==> config.mk <==
export PLATFORM = sky130hd
export DESIGN_NAME = spiking_neuron_n
export DESIGN_NICKNAME = d
export VERILOG_FILES = /design/src/rtl/spiking_neuron_n.sv
export SDC_FILE = /design/constraint.sdc
export NUM_CORES = 1
export LEC_CHECK = 0
export CORE_ASPECT_RATIO = 1.2
export CORE_MARGIN = 2
export CORE_UTILIZATION = 62
export DETAILED_ROUTE_END_ITERATION = 10
export PLACE_DENSITY = 0.81
export SYNTH_ARGS = -nofsm -noshare
export SYNTH_HDL_FRONTEND = slang
export SYNTH_SLANG_ARGS = --single-unit
==> constraint.sdc <==
create_clock -name clk -period 10.1 [get_ports clk]
set_clock_uncertainty 0.15 [all_clocks]
set_input_delay 1.01 -clock clk [delete_from_list [all_inputs] [get_ports clk]]
set_output_delay 1.01 -clock clk [all_outputs]
set_load 0.005 [all_outputs]
Fig. 1: run 1, where the registers sit
Scale bar: 20 um.
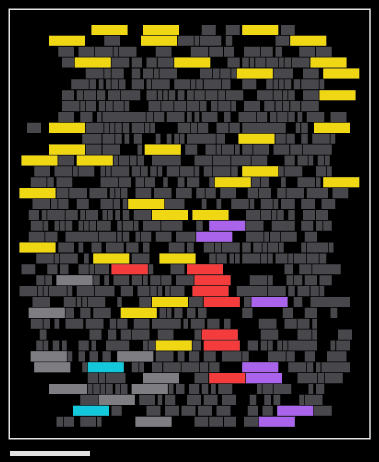
refr_cnt -> cyan  # flops 2
potential -> red  # flops 8
weight -> yellow  # flops 32
leak -> purple  # flops 7
not colored = 10
sequential cell area in the final layout: 1480 sq um
sequential power: 0.307 mW
sequential cell area share: 24.8%
fraction of the core area covered by cells at the end of the flow: 69.5%

Fig. 2: run 1, cell density map
Scale bar: 20 um. The die is cut into 9 by 11 equal tiles; dark purple is low, yellow is high, 0 to 100% covered.
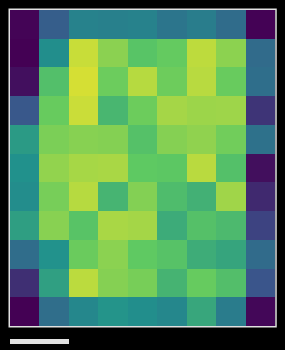
tiles over 75% full = 41%
mean over tiles = 60%
nearly empty tiles = 5.1%
fullest tile = 94%
initial standard-cell utilization of the core: 64.0%
core region area: 8560 sq um

Fig. 3: run 1, metal layers overlaid
Two of the layers only.
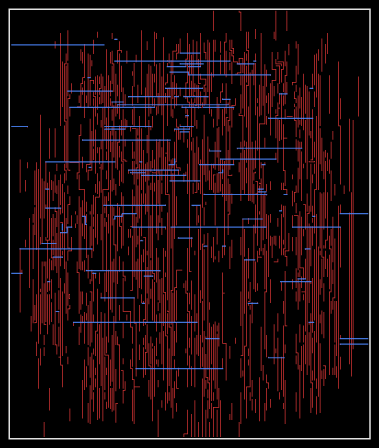
M2 -> red  # wire length 6,940 um
M3 -> blue  # wire length 632 um
Vias: 4,491
Total GRT Usage: 30.4%
Total Wirelength: 13.7 mm
average detailed-routed wire length per instance: 18.9 um

==> flow_metrics.tcl, run 1 <==
# collected from the flow reports
set metrics [dict create \
    timing.critical_path.to_type "register" \
    post-cts-setup-buffers 0 \
    critical_path_peak_fanout 9 \
    timing.slew.headroom_pct 20.3 \
    ys_chip_area_sq_um 5480 \
    dp_hpwl_mm 10.4 \
    post_synth_xor_area_fraction_pct 5.05 \
    synth_simple_gate_area_share_pct 14.8 \
    synth_area_sq_um 5480 \
    netlist.top_cell.by_instances "ha_1" \
    synth_sequential_area_ratio_pct 27.0 \
    sh_comb_area_pct 62.1 \
    grt_first_pass_wirelength_mm 22.8 \
    holdCritPathClass "register to register" \
    final_layout_top_logic_cells "ha_1 (65), dfrtp_1 (58), inv_1 (47)" \
    finish.cell_count_without_fillers 724 \
    floorplan.nets 677 \
    chipArea_sq_um 9610 \
    p_sw_share_pct 42.4 \
    grt_antenna_before_repair 0 \
    run_status "finished clean" \
    layout.filler_cells 659 \
    number_of_flip_flops_under_the_largest_register_name 32 \
    report.final.slew_viol_count 0 \
    critPathTopFamily "AND-OR/OR-AND gates" \
    powerClk_mw 0.241 \
    die-width_um 89.8 \
    area_dominant_class "combinational gates" \
    floorplan.tapcells 117 \
    clock_cell_area_share_pct 3.64 \
    worst-r2r-setup-slack_ns 0.86 \
    layout.area.comb_sq_um 3700 \
    cts.clk_slew.worst_paths_ns 0.07 \
    groute.layer.met3.usage_pct 6.18 \
    m1WireLength_mm 5.52 \
    ioPinCount 23 \
    synthTopCellsByArea "dfrtp_1 (26%), ha_1 (15%), mux2_2 (7.4%), o21ai_0 (4.2%), inv_1 (3.2%)" \
    gates_resized_cts_repair 0 \
    non_clock_buffer_area_share_pct 3.87 \
    final_layout_worst_hold_slack_ns 0.369 \
    detail_route.drc_violations 0 \
    flops 59 \
    yosys_cells 584 \
    cts-htree-levels 3 \
    die_height_um 107 \
    rsz0062_at_grt "no" \
    crit_type "register to register" \
    uppermost_signal_routing_layer_after_detailed_routing "met4" \
    synthMuxAreaShare_pct 8.04 \
    synth-edff-count 0 \
    netlist.top_cell.by_area "dfrtp_1" \
    post_drt_via_cell_ratio 6.20 \
    max_cap_violations 0 \
    cts.hold.buffers_added 0 \
    synth_cell_type_count 81 \
    critPathMostFrequentCell "ha_1" \
    worst_slew_pin_slew_ns 1.19 \
    met2_length_mm 6.94 \
    start_kind "register" \
    cts.path.max_buffers 2 \
    fin_tns_setup_ns 0 \
    intPower_mw 0.707 \
    first_global_vias 4687 \
    fin_ws_ns 0.857 \
    inverters_excl_clock 49 \
    final_weighted_congestion_in_routability_driven_placement 0.942 \
    clock_tree_from_tritoncts "built" \
    critPathRequiredTime_ns 10.18 \
    pwr-share-clk_pct 19.6 \
    grt.overflow.total 0 \
    switchingPower_mw 0.520 \
    synthArstFlopShare_pct 100 \
    worst_skew_pair.late_latency_ns 0.36 \
    dp_slack_ns 0.913 \
    grt_most_used_layer "met2" \
    layout.cell_area.non_filler_sq_um 5950 \
    layout.nets 695 \
]
## Run 2: what changed since run 1
- CORE_UTILIZATION: 62 -> 65
- PLACE_DENSITY: 0.81 -> unset
- PLACE_DENSITY_LB_ADDON: unset -> 0.1
- clock period: 10.1 -> 11.75 ns (I/O delays scaled with it)
Fig. 4: run 2, clock nets
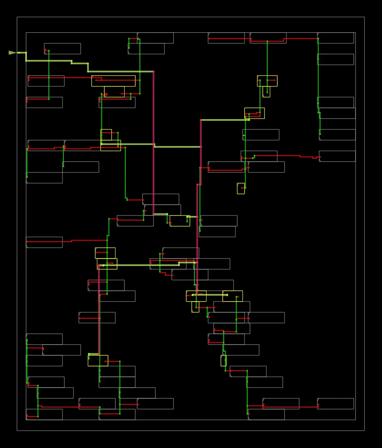
Skew-Pair Late Insertion Delay: 0.34 ns
power drawn by the clock network: 0.185 mW
total clock buffers created by CTS: 9
Flop Count: 59
CLK BUF: 11

==> run 2 against run 1 <==
Non-clock buffer count is the same. Total power shrank 17%. Global-route usage grew 0.44 points. Critical path type unchanged. Register-to-register slack gained 1.6 ns. Flip-flop count is the same. Design area shrank 0.44%. Via count shrank 1.6%. Wire length shrank 4.0%. Sequential power shrank 14%. Critical path depth grew 1. First-iteration DRC count shrank 13%.
==> flow_metrics.tcl, run 2 <==
# collected from the flow reports
set metrics [dict create \
    run_status "finished clean" \
    clock_tree_from_tritoncts "built" \
    holdCritPathClass "register to register" \
    timing.slew.headroom_pct 39.3 \
    grt_most_used_layer "met2" \
    post-cts-setup-buffers 0 \
    synthTopCellsByArea "dfrtp_1 (26%), ha_1 (15%), mux2_2 (7.4%), o21ai_0 (4.2%), inv_1 (3.2%)" \
    layout.filler_cells 617 \
    critical_path_peak_fanout 9 \
    worst_slew_pin_slew_ns 0.908 \
    floorplan.tapcells 114 \
    final_weighted_congestion_in_routability_driven_placement 0.919 \
    layout.area.comb_sq_um 3700 \
    fraction_of_the_core_area_covered_by_cells_at_the_end_of_the_flow_pct 72.7 \
    synthMuxAreaShare_pct 8.04 \
    synthArstFlopShare_pct 100 \
    grt.overflow.total 0 \
    cts.hold.buffers_added 0 \
    p_sw_share_pct 42.0 \
    final_layout_top_logic_cells "ha_1 (65), dfrtp_1 (58), inv_1 (47)" \
    layout.nets 695 \
    post_synth_xor_area_fraction_pct 5.05 \
    groute.layer.met3.usage_pct 4.74 \
    critPathTopFamily "AND-OR/OR-AND gates" \
    ioPinCount 23 \
    dp_hpwl_mm 10.0 \
    cts.clk_slew.worst_paths_ns 0.07 \
    layout.cell_area.non_filler_sq_um 5930 \
    floorplan.nets 677 \
    first_global_vias 4412 \
    critPathMostFrequentCell "ha_1" \
    timing.critical_path.to_type "register" \
    final_layout_worst_hold_slack_ns 0.365 \
    floorplanUtilization_pct 67.2 \
    fin_tns_setup_ns 0 \
    synth_cell_type_count 81 \
    sh_comb_area_pct 62.4 \
    uppermost_signal_routing_layer_after_detailed_routing "met4" \
]
Fig. 5: run 2, wiring heat map
The die is cut into 18 by 21 equal tiles; dark purple is low, yellow is high, scaled to the fullest tile. Values are wire area over tile area, all layers added.
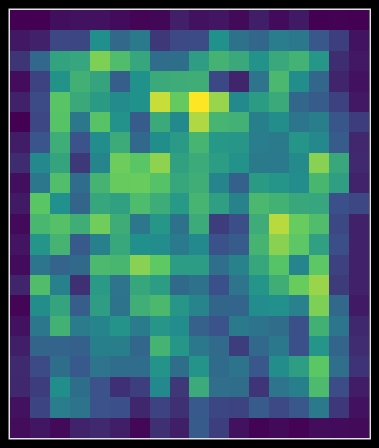
nearly empty tiles = 3.2%
mean over tiles = 0.23
fullest tile = 0.59
average detailed-routed wire length per instance: 18.3 um
Total Wirelength: 13.2 mm
Vias: 4,421
Total GRT Usage: 30.9%

Power figures rest on the tool's default switching activity, not on a simulated workload.
